<file path="src/rtl/usr_pkg.sv">
// Shared definitions for the universal shift register: mode encodings and
// the population-count width helper.
package usr_pkg;

  typedef enum logic [2:0] {
    MODE_HOLD  = 3'd0,
    MODE_SHL   = 3'd1,
    MODE_SHR   = 3'd2,
    MODE_ROL   = 3'd3,
    MODE_ROR   = 3'd4,
    MODE_LOAD  = 3'd5,
    MODE_CLEAR = 3'd6,
    MODE_INV   = 3'd7
  } usr_mode_e;

  // Bits needed to hold a count of 0..width inclusive.
  function automatic int unsigned ones_w(input int unsigned width);
    return $clog2(width + 1);
  endfunction

endpackage

</file>
<file path="src/rtl/univ_shift_reg_if.sv">
// Control/data bundle between a driver and the universal shift register.
interface univ_shift_reg_if
  import usr_pkg::*;
#(
  parameter int unsigned WIDTH = 8
) ();

  localparam int unsigned OW = ones_w(WIDTH);

  logic             EN;
  logic [2:0]       MODE;
  logic [WIDTH-1:0] D;
  logic             SIL;
  logic             SIR;
  logic [WIDTH-1:0] Q;
  logic [WIDTH-1:0] nQ;
  logic             SOL;
  logic             SOR;
  logic [OW-1:0]    ONES;
  logic             ZERO;

  modport master (
    output EN, MODE, D, SIL, SIR,
    input  Q, nQ, SOL, SOR, ONES, ZERO
  );

  modport slave (
    input  EN, MODE, D, SIL, SIR,
    output Q, nQ, SOL, SOR, ONES, ZERO
  );

endinterface

</file>
<file path="src/rtl/usr_popcnt.sv">
// Combinational population count of a WIDTH-bit vector.
module usr_popcnt
  import usr_pkg::*;
#(
  parameter int unsigned WIDTH = 8
) (
  input  logic [WIDTH-1:0]          data_i,
  output logic [ones_w(WIDTH)-1:0]  ones_o
);

  localparam int unsigned OW = ones_w(WIDTH);

  always_comb begin
    ones_o = '0;
    for (int i = 0; i < int'(WIDTH); i++) begin
      ones_o = ones_o + OW'(data_i[i]);
    end
  end

endmodule

</file>
<file path="src/rtl/univ_shift_reg.sv">
// Universal shift register: shift, rotate, load, clear and invert with
// serial-out capture, plus complement, popcount and zero flags.
module univ_shift_reg
  import usr_pkg::*;
#(
  parameter int unsigned     WIDTH   = 8,
  parameter logic [WIDTH-1:0] RST_VAL = '0
) (
  input logic             CK,
  input logic             Cr,
  univ_shift_reg_if.slave bus
);

  logic [WIDTH-1:0] q_q, q_d;
  logic             sol_q, sol_d;
  logic             sor_q, sor_d;
  usr_mode_e        mode;

  assign mode = usr_mode_e'(bus.MODE);

  // Next-state datapath; serial outs move only on their own shift/rotate.
  always_comb begin
    q_d   = q_q;
    sol_d = sol_q;
    sor_d = sor_q;
    if (bus.EN) begin
      case (mode)
        MODE_HOLD: ;
        MODE_SHL: begin
          q_d   = {q_q[WIDTH-2:0], bus.SIL};
          sol_d = q_q[WIDTH-1];
        end
        MODE_SHR: begin
          q_d   = {bus.SIR, q_q[WIDTH-1:1]};
          sor_d = q_q[0];
        end
        MODE_ROL: begin
          q_d   = {q_q[WIDTH-2:0], q_q[WIDTH-1]};
          sol_d = q_q[WIDTH-1];
        end
        MODE_ROR: begin
          q_d   = {q_q[0], q_q[WIDTH-1:1]};
          sor_d = q_q[0];
        end
        MODE_LOAD:  q_d = bus.D;
        MODE_CLEAR: q_d = RST_VAL;
        MODE_INV:   q_d = ~q_q;
        default:    q_d = q_q;
      endcase
    end
  end

  always_ff @(posedge CK) begin
    if (Cr) begin
      q_q   <= RST_VAL;
      sol_q <= 1'b0;
      sor_q <= 1'b0;
    end else begin
      q_q   <= q_d;
      sol_q <= sol_d;
      sor_q <= sor_d;
    end
  end

  assign bus.Q    = q_q;
  assign bus.nQ   = ~q_q;
  assign bus.SOL  = sol_q;
  assign bus.SOR  = sor_q;
  assign bus.ZERO = (q_q == '0);

  usr_popcnt #(.WIDTH(WIDTH)) u_popcnt (
    .data_i (q_q),
    .ones_o (bus.ONES)
  );

endmodule

</file>
<file path="src/flat_wrapper.sv">
// flat-port wrapper written by rule: the top's interface ports become plain ports
module univ_shift_reg_flat import usr_pkg::*;
#(
  parameter int unsigned     WIDTH   = 8,
  parameter logic [WIDTH-1:0] RST_VAL = '0
)
  (CK, Cr, bus_EN, bus_MODE, bus_D, bus_SIL, bus_SIR, bus_Q, bus_nQ, bus_SOL, bus_SOR, bus_ONES, bus_ZERO);
  univ_shift_reg_if #(.WIDTH(WIDTH)) bus_i ();
  input logic CK;
  input logic Cr;
  input wire logic [$bits(bus_i.EN)-1:0] bus_EN;
  input wire logic [$bits(bus_i.MODE)-1:0] bus_MODE;
  input wire logic [$bits(bus_i.D)-1:0] bus_D;
  input wire logic [$bits(bus_i.SIL)-1:0] bus_SIL;
  input wire logic [$bits(bus_i.SIR)-1:0] bus_SIR;
  output wire logic [$bits(bus_i.Q)-1:0] bus_Q;
  output wire logic [$bits(bus_i.nQ)-1:0] bus_nQ;
  output wire logic [$bits(bus_i.SOL)-1:0] bus_SOL;
  output wire logic [$bits(bus_i.SOR)-1:0] bus_SOR;
  output wire logic [$bits(bus_i.ONES)-1:0] bus_ONES;
  output wire logic [$bits(bus_i.ZERO)-1:0] bus_ZERO;
  assign bus_i.EN = bus_EN;
  assign bus_i.MODE = bus_MODE;
  assign bus_i.D = bus_D;
  assign bus_i.SIL = bus_SIL;
  assign bus_i.SIR = bus_SIR;
  assign bus_Q = bus_i.Q;
  assign bus_nQ = bus_i.nQ;
  assign bus_SOL = bus_i.SOL;
  assign bus_SOR = bus_i.SOR;
  assign bus_ONES = bus_i.ONES;
  assign bus_ZERO = bus_i.ZERO;
  univ_shift_reg #(.WIDTH(WIDTH), .RST_VAL(RST_VAL)) u_core (.CK(CK), .Cr(Cr), .bus(bus_i));
endmodule
</file>
<file path="config.mk">
export PLATFORM = sky130hd
export DESIGN_NAME = univ_shift_reg_flat
export DESIGN_NICKNAME = d
export VERILOG_FILES = /design/src/rtl/usr_pkg.sv /design/src/rtl/univ_shift_reg_if.sv /design/src/rtl/usr_popcnt.sv /design/src/rtl/univ_shift_reg.sv /design/src/flat_wrapper.sv
export SDC_FILE = /design/constraint.sdc
export NUM_CORES = 1
export LEC_CHECK = 0
export CAP_MARGIN = 20
export CORE_MARGIN = 5
export CORE_UTILIZATION = 37
export DETAILED_ROUTE_END_ITERATION = 16
export GPL_TIMING_DRIVEN = 0
export PLACE_DENSITY = 0.84
export SYNTH_ARGS = -nofsm -noshare
export SYNTH_HDL_FRONTEND = slang
export SYNTH_SLANG_ARGS = --single-unit
</file>
<file path="constraint.sdc">
create_clock -name CK -period 3.4 [get_ports CK]
set_input_delay 0.68 -clock CK [delete_from_list [all_inputs] [get_ports CK]]
set_output_delay 0.68 -clock CK [all_outputs]
set_load 0.01 [all_outputs]
</file>
==> impl_metrics.ini <==
; implementation run metrics
[power]
power_frac_seq_pct = 30.3
p_comb_mw = 0.233
vdd_ir_drop_max_uv = 268
p_sw_share_pct = 35.4
p_leak_nw = 0.544

[drt]
wl_met1_microns = 999
firstDrtPassIters = 7
maxUsedRoutingLayer = met4
wl_microns = 2570

[finish]
antennaDiodeCount = 0
final-comb-area_sq_um = 578
comb_cells = 65

[run_status]
violations = negative setup slack
status = finished with violations

[final_timing]
finalSetupTns_ns = -1.01
fin_ws_ns = -0.362
setup_viol = 3
rsz0062_at_grt = yes
slew_violations = 0
hold_slack_ns = 0.507

[synth]
syn_avg_cell_area_sq_um = 8.94
aoi_share_pct = 20.9
syn_inst = 98
ys_ff = 10
ys_sh_mux_pct = 12.1
ys_warn_count = 0
synth_top_area_share_pct = 22.9

[clock_tree]
cts_resized = 31
cts.sinks = 10

[global_route]
grt_use_met2_pct = 27.0
grt_pass1_vias = 931
grt_max_degree = 11
grt_overflow = 0
grt.total_usage_pct = 16.1
use_met1_pct = 19.6

[job]
tool_warnings = 29

[worst_setup_path]
cp_num_cells = 10
crit_slowest_cell = fa_1
crit_start = u_core.bus.Q[0]$_SDFFE_PP0P_
worst_setup_path_end_kind = output port
max_stage_delay_ns = 0.55

[die]
die_x_microns = 58.7
fp.coreArea_sq_um = 2230
num_tap_cells = 28

[placement]
dp_hpwl_microns = 1940
==> images/final_congestion.png <==
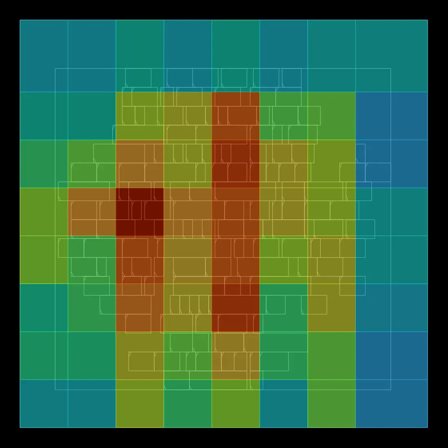
Post-Route Utilization: 59.8%
DR WL/cell: 15.3 microns

==> images/zoom.png <==
Region (17, 5) to (42, 30) microns. Cells in grey, sequential cells in the stronger grey; small squares are vias.
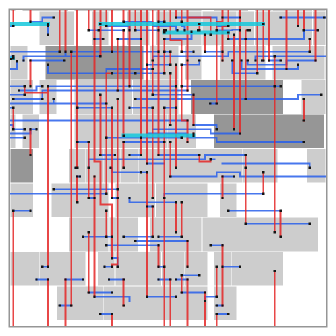
colour	layer
red	met2
blue	met1
cyan	met3
netlist names of flops here include	`u_core.bus.Q` (3)
cells with their middle in the window	49
sequential cells in the window	3
most frequent	clkdlybuf4s50_1 (6), inv_1 (5)

==> images/pins.png <==
Scale: 8 px per micron. Pins as bars across the die edge, other pins in grey.
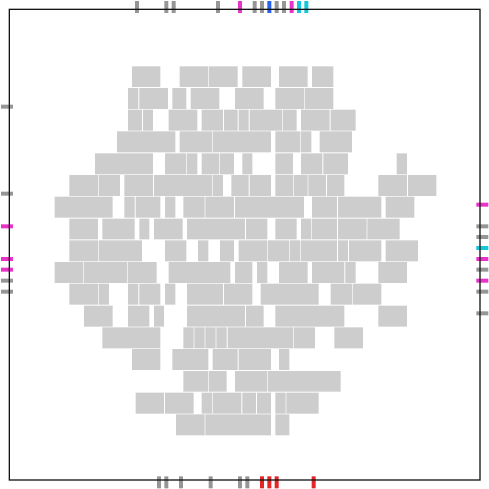
colour	port	pins	direction	edge
blue	`bus_SIR`	1	input	top
cyan	`bus_MODE`	3	input	2 top, 1 right
magenta	`bus_D`	8	input	3 right, 3 left, 2 top
red	`bus_ONES`	4	output	bottom
all pins by edge	13 top, 10 bottom, 9 right, 7 left

